Figure 1. The metal 1 layer.
Scale: 1.5 px per um. Supply wires on this layer in grey.
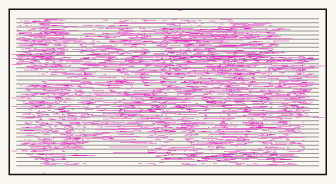
Figure 2. Clock routing.
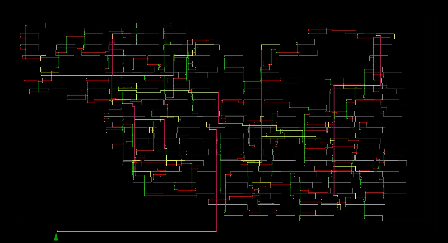
Figure 3. Local utilization.
Scale: 2 px per um. 21 x 11 tiles, from white (low) to dark blue (high), 0 to 100% covered.
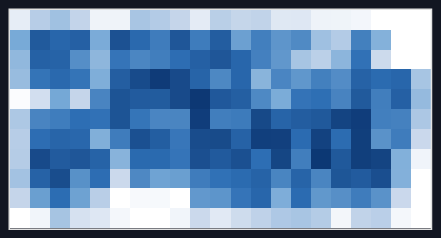
### config.mk
export PLATFORM = sky130hd
export DESIGN_NAME = pixel_writer
export DESIGN_NICKNAME = d
export VERILOG_FILES = /design/src/rtl/pixel_writer.sv
export SDC_FILE = /design/constraint.sdc
export NUM_CORES = 1
export LEC_CHECK = 0
export ABC_AREA = 1
export ABC_CLOCK_PERIOD_IN_PS = 2900
export CAP_MARGIN = 20
export CORE_ASPECT_RATIO = 0.5
export CORE_MARGIN = 4
export CORE_UTILIZATION = 50
export DETAILED_ROUTE_END_ITERATION = 10
export PLACE_DENSITY = 0.76
export SYNTH_ARGS = -nofsm -noshare
export SYNTH_HDL_FRONTEND = slang
export SYNTH_SLANG_ARGS = --single-unit
### constraint.sdc
create_clock -name clk -period 2.9 [get_ports clk]
set_input_delay 0.58 -clock clk [delete_from_list [all_inputs] [get_ports clk]]
set_output_delay 0.58 -clock clk [all_outputs]
set_load 0.01 [all_outputs]
### src/rtl/pixel_writer.sv
// pixel_writer
//
// Back end of the line/function generator. Each accepted (x, y, colour)
// pixel is clipped against the visible screen, turned into a linear
// framebuffer address (y * H_RES + x) and queued in a small show-ahead FIFO
// that feeds the framebuffer over a ready/valid style write port. Between
// drawing passes a clear engine can fill every framebuffer word with one
// colour. Before the fill starts, the engine lets any queued pixels finish.
//
// Ports
//   clk, rst_n        system clock, asynchronous active-low reset
//   clk_enb           global clock enable; nothing advances while it is 0
//   pix_valid         pixel present on pix_x / pix_y / pix_color
//   pix_x, pix_y      unsigned pixel coordinates (SIZE bits)
//   pix_color         pixel colour (COLOR_W bits)
//   pix_ready         writer can take a pixel this cycle
//   clear_start       one-cycle request to clear the whole screen
//   clear_color       fill colour, sampled together with clear_start
//   clear_done        high whenever no clear is pending or running
//   fb_we             framebuffer write request
//   fb_addr, fb_data  write address / data, valid while fb_we is high
//   fb_ready          framebuffer accepts the write this cycle
//   drop_count        saturating count of clipped pixels
module pixel_writer #(
  parameter int SIZE       = 16,
  parameter int H_RES      = 640,
  parameter int V_RES      = 480,
  parameter int COLOR_W    = 12,
  parameter int ADDR_W     = 19,
  parameter int FIFO_DEPTH = 4
) (
  input  logic               clk,
  input  logic               rst_n,
  input  logic               clk_enb,
  input  logic               pix_valid,
  input  logic [SIZE-1:0]    pix_x,
  input  logic [SIZE-1:0]    pix_y,
  input  logic [COLOR_W-1:0] pix_color,
  output logic               pix_ready,
  input  logic               clear_start,
  input  logic [COLOR_W-1:0] clear_color,
  output logic               clear_done,
  output logic               fb_we,
  output logic [ADDR_W-1:0]  fb_addr,
  output logic [COLOR_W-1:0] fb_data,
  input  logic               fb_ready,
  output logic [SIZE-1:0]    drop_count
);

  localparam int PTR_W = $clog2(FIFO_DEPTH);
  localparam int CNT_W = PTR_W + 1;
  localparam int TOTAL = H_RES * V_RES;

  localparam logic [ADDR_W-1:0] LAST_ADDR = ADDR_W'(TOTAL - 1);
  localparam logic [SIZE:0]     H_LIM     = (SIZE + 1)'(H_RES);
  localparam logic [SIZE:0]     V_LIM     = (SIZE + 1)'(V_RES);
  localparam logic [CNT_W:0]    DEPTH_LIM = (CNT_W + 1)'(FIFO_DEPTH);

  typedef enum logic [1:0] {
    PIX,
    DRAIN,
    CLEAR
  } state_t;

  state_t state;
  state_t state_next;

  // Stage 1 register.
  logic               s1_valid;
  logic               s1_in_range;
  logic [ADDR_W-1:0]  s1_addr;
  logic [COLOR_W-1:0] s1_color;

  // Write FIFO.
  logic [ADDR_W-1:0]  mem_addr  [FIFO_DEPTH];
  logic [COLOR_W-1:0] mem_color [FIFO_DEPTH];
  logic [PTR_W-1:0]   wr_ptr;
  logic [PTR_W-1:0]   rd_ptr;
  logic [CNT_W-1:0]   fifo_count;
  logic               fifo_empty;

  // Clear engine.
  logic [ADDR_W-1:0]  clr_cnt;
  logic [COLOR_W-1:0] clr_color;

  logic               accept;
  logic               push;
  logic               pop;
  logic               xfer;
  logic               clear_take;
  logic               in_range;
  logic [ADDR_W-1:0]  addr_calc;
  logic [CNT_W:0]     occupancy;

  // Coordinates are unsigned, so a generator value of -1 (all ones) lands far
  // outside the screen and is clipped like any other overshoot. The address
  // product is formed directly at ADDR_W bits, which is exactly the
  // truncated y * H_RES + x.
  assign in_range  = ({1'b0, pix_x} < H_LIM) && ({1'b0, pix_y} < V_LIM);
  assign addr_calc = ADDR_W'(pix_y) * ADDR_W'(H_RES) + ADDR_W'(pix_x);

  // Stage 1 plus the FIFO must never hold more than FIFO_DEPTH entries.
  // Otherwise a stage-1 entry could find no room when it moves on. The
  // rst_n term keeps pix_ready low for the whole time reset is held.
  assign fifo_empty = (fifo_count == '0);
  assign occupancy  = {1'b0, fifo_count} + (CNT_W + 1)'(s1_valid);
  assign pix_ready  = rst_n && (state == PIX) && (occupancy < DEPTH_LIM);
  assign clear_done = (state == PIX);

  assign accept     = pix_valid && pix_ready && clk_enb;
  assign push       = clk_enb && s1_valid && s1_in_range;
  assign xfer       = fb_we && fb_ready && clk_enb;
  assign pop        = xfer && (state != CLEAR);
  assign clear_take = clear_start && clk_enb && (state == PIX);

  // State register. The FSM only moves on enabled edges.
  always_ff @(posedge clk or negedge rst_n) begin
    if (!rst_n) begin
      state <= PIX;
    end else if (clk_enb) begin
      state <= state_next;
    end
  end

  // Next-state and write-port decode. The FIFO head drives the write port in
  // PIX and DRAIN. CLEAR switches the port to the fill counter. An idle port
  // shows zeros, so the reset values appear at once when reset is asserted.
  always_comb begin
    state_next = state;
    fb_we      = 1'b0;
    fb_addr    = '0;
    fb_data    = '0;
    case (state)
      PIX: begin
        if (!fifo_empty) begin
          fb_we   = 1'b1;
          fb_addr = mem_addr[rd_ptr];
          fb_data = mem_color[rd_ptr];
        end
        if (clear_start) begin
          state_next = DRAIN;
        end
      end
      DRAIN: begin
        if (!fifo_empty) begin
          fb_we   = 1'b1;
          fb_addr = mem_addr[rd_ptr];
          fb_data = mem_color[rd_ptr];
        end
        if (!s1_valid && fifo_empty) begin
          state_next = CLEAR;
        end
      end
      CLEAR: begin
        fb_we   = 1'b1;
        fb_addr = clr_cnt;
        fb_data = clr_color;
        if (fb_ready && (clr_cnt == LAST_ADDR)) begin
          state_next = PIX;
        end
      end
      default: begin
        state_next = PIX;
      end
    endcase
  end

  // Stage 1 captures the clip decision, the linear address and the colour of
  // each accepted pixel. It is cleared whenever no pixel is accepted, so
  // every pixel passes through it for exactly one enabled cycle.
  always_ff @(posedge clk or negedge rst_n) begin
    if (!rst_n) begin
      s1_valid    <= 1'b0;
      s1_in_range <= 1'b0;
      s1_addr     <= '0;
      s1_color    <= '0;
    end else if (clk_enb) begin
      s1_valid <= accept;
      if (accept) begin
        s1_in_range <= in_range;
        s1_addr     <= addr_calc;
        s1_color    <= pix_color;
      end
    end
  end

  // A clipped stage-1 entry is simply not pushed. It is counted here instead,
  // and the count sticks at all ones rather than wrapping.
  always_ff @(posedge clk or negedge rst_n) begin
    if (!rst_n) begin
      drop_count <= '0;
    end else if (clk_enb && s1_valid && !s1_in_range && (drop_count != '1)) begin
      drop_count <= drop_count + 1'b1;
    end
  end

  // FIFO storage has no reset. A slot is only visible on the write port
  // after it has been written.
  always_ff @(posedge clk) begin
    if (push) begin
      mem_addr[wr_ptr]  <= s1_addr;
      mem_color[wr_ptr] <= s1_color;
    end
  end

  // FIFO pointers and occupancy. A simultaneous push and pop leaves the
  // count unchanged. The pointers wrap naturally because the depth is a
  // power of two.
  always_ff @(posedge clk or negedge rst_n) begin
    if (!rst_n) begin
      wr_ptr     <= '0;
      rd_ptr     <= '0;
      fifo_count <= '0;
    end else begin
      if (push) begin
        wr_ptr <= wr_ptr + 1'b1;
      end
      if (pop) begin
        rd_ptr <= rd_ptr + 1'b1;
      end
      case ({push, pop})
        2'b10:   fifo_count <= fifo_count + 1'b1;
        2'b01:   fifo_count <= fifo_count - 1'b1;
        default: fifo_count <= fifo_count;
      endcase
    end
  end

  // The fill colour is latched only when a clear is accepted. A request that
  // arrives while a clear is already under way cannot change it.
  always_ff @(posedge clk or negedge rst_n) begin
    if (!rst_n) begin
      clr_color <= '0;
    end else if (clear_take) begin
      clr_color <= clear_color;
    end
  end

  // The fill counter sits at zero outside CLEAR, so every clear starts at
  // address 0. It steps once per accepted clear write.
  always_ff @(posedge clk or negedge rst_n) begin
    if (!rst_n) begin
      clr_cnt <= '0;
    end else if (clk_enb) begin
      if (state != CLEAR) begin
        clr_cnt <= '0;
      end else if (fb_ready) begin
        clr_cnt <= clr_cnt + 1'b1;
      end
    end
  end

endmodule

==> design notes <==
By count the netlist is led by sky130_fd_sc_hd__nand2_1 (243), sky130_fd_sc_hd__nor2_1 (135), sky130_fd_sc_hd__edfxtp_1 (124), sky130_fd_sc_hd__dfrtp_1 (89), sky130_fd_sc_hd__inv_1 (82). With the top-area cell type share of the netlist area at 0.364, the setup violation total in the final timing report is 0. With the number of hold violations in the final report at 0, the I/O pin total is 112. Power spread over the standard cell area amounts to 840 nW/um^2. Pins over their slew limit in the final report were tallied at 0.

The run gives 124 for the count of flip-flops with a built-in enable after synthesis. The largest total area in the synthesized netlist belongs to sky130_fd_sc_hd__edfxtp_1. Kind of end point of the critical path: a flip-flop. The die outline width came out at 210 um. The worst-case IR drop observed on VDD is 0.539 mV. Global placement routability congestion: 0.891. Kind of cell adding the most delay to the critical path: adder cells. STA classifies the critical path startpoint as an input pin. The buffer and inverter count on the worst path came out at 2. The logs give 1 for the count of H-tree levels built during CTS and 3.89 mW for the power dissipated by switching net loads. The run gives 3250 ps for the arrival time of the worst setup path. After synthesis the cells add up to 10200 sq um. The run finished with clean final reports. The worst setup path is of the input pin to flip-flop kind. Sorting the synthesis cell report by count puts at the top sky130_fd_sc_hd__nand2_1. The run gives 0.354 for the fraction of power spent switching nets. Averaged over all synthesized cells, the footprint is 9.78 sq um.

The relative area change from synthesis to final layout is 27.6%, and the fraction of registers with async set/reset is 0.418. The run gives 5.67 nW for the standby leakage power. With the per-cell routed wire length at 17.6 um, the initial antenna violation count is 0. The post-layout period usage of the worst path was 0.988; the minimum clock period was 2860 ps.

In the CTS report, the clock slew at the register clock pins of the worst setup and hold paths is listed as 60 ps. The tools report the clock share of power as 0.239. The run gives 17700 um for the placed wire-length estimate after detailed placement.

The cell at the root of the clock tree was sky130_fd_sc_hd__clkbuf_16. The first detailed-routing pass took 5 iterations. The tools report the number of warnings reported in the yosys synthesis log as 0.
## Picture notes: Figure 1
nets with wire on the layer	1206
longest straight run	60.7 um
main direction	horizontal
Global Route met1 Usage: 0.328
vias after detailed routing: 8038
wire length after detailed routing: 26100 um

## Picture notes: Figure 2
number of sequential cells: 213
sink count of the clock tree: 213
clock insertion delay at the later pin of the skew report: 500 ps

## Picture notes: Figure 3
densest ninth of the die	centre
tiles over 75% full	35%
mean over tiles	55%
core utilization of the finished layout: 0.661
Initial Util: 0.518
core footprint: 19800 sq um

[layout by cell type (no fill, tap or decap), drive strengths merged, types with 3 or more instances in the layout]
cell and count:
clkdlybuf4s50 72, edfxtp 124, dfrtp 89, a22o 14
dlymetal6s2s 6, o21ai 79, nor4 5, clkinvlp 3
nand3 49, xor2 22, a31oi 4, nor2 138
o21bai 3, o32ai 31, or2 3, clkbuf 30
clkinv 5, ha 34, dlygate4sd2 27, a21oi 19
xnor2 9, fa 3, inv 87, nor3 24
nand2 249, nand4 18, buf 66
[state kept, by name (all words and copies together) (netlist names), 3 cells and up]
name / cells
drop_count: 16
fifo_count: 3
mem_addr: 76
mem_color: 48
s1_color: 12
clr_cnt: 19
clr_color: 12
s1_addr: 19
[power by group through the flow]
stage | Sequential, mW | Clock (mW) | Combinational [mW]
after floorplan | 4.15 | 0 | 2.11
after global placement | 4.25 | 0 | 3.57
after detailed placement | 4.28 | 0 | 3.66
after CTS | 4.24 | 2.66 | 3.99
after global routing | 4.30 | 2.81 | 4.52
final | 4.24 | 2.62 | 4.12
[what timing repair did]
action                     CTS  global route
setup buffers                3             3
resized                     73            35
gates cloned                 2             0
pin swaps                   17            19
setup endpoints to repair   35            12
hold buffers                 0             0
[cells by family (layout without fill, tap and decap cells)]
family / after synthesis / count (layout) / share of synthesized area
xor gates and xnor gates: 31 / 31 / 0.0265
DFF: 213 / 213 / 0.581
and+or+nand+nor: 488 / 488 / 0.202
adders and majority gates: 37 / 37 / 0.0474
buffers and inverters: 125 / 299 / 0.0478
AOI/OAI and AO/OA: 153 / 153 / 0.0954
[metrics by stage]
step | instances | area [sq um]
global placement | 1443 | 12000
CTS | 1484 | 13000
finish | 1487 | 13100
detailed placement | 1443 | 12000
global route | 1487 | 13100
floorplan | 1047 | 10300
[cell type report]
cell class | count | area, sq um
clock buffer | 26 | 564
fill | 1508 | 6700
timing repair buffer | 177 | 1700
multi-input combinational | 709 | 4110
clock inverter | 10 | 88.8
sequential | 213 | 5950
tap | 266 | 333
inverter | 86 | 329
[worst paths after layout]
check / startpoint / end / slack (ps) / cells past startpoint
max: pix_y[7] / s1_addr[18] / 40 / 17
min: rst_n / s1_addr[16] / 190 / 2
max reg2reg: state[0] / fifo_count[2] / 510 / 13
min reg2reg: clr_color[8] / clr_color[8] / 470 / 2
max in group asynchronous: rst_n / s1_addr[18] / 1560 / 3
min in group clk: clr_color[8] / clr_color[8] / 470 / 2
[per-layer routing]
| layer | GRT usage | vias up | share of wire | routed length, um |
|---|---|---|---|---|
| met5 | 0 | - | 0 | 0 |
| met4 | 0.0453 | 0 | 0.016 | 408 |
| met3 | 0.0434 | 36 | 0.068 | 1780 |
| met2 | 0.379 | 259 | 0.46 | 12100 |
| met1 | 0.328 | 3848 | 0.45 | 11900 |
| li1 | - | 3895 | - | - |
Power and IR drop assume default switching activity.
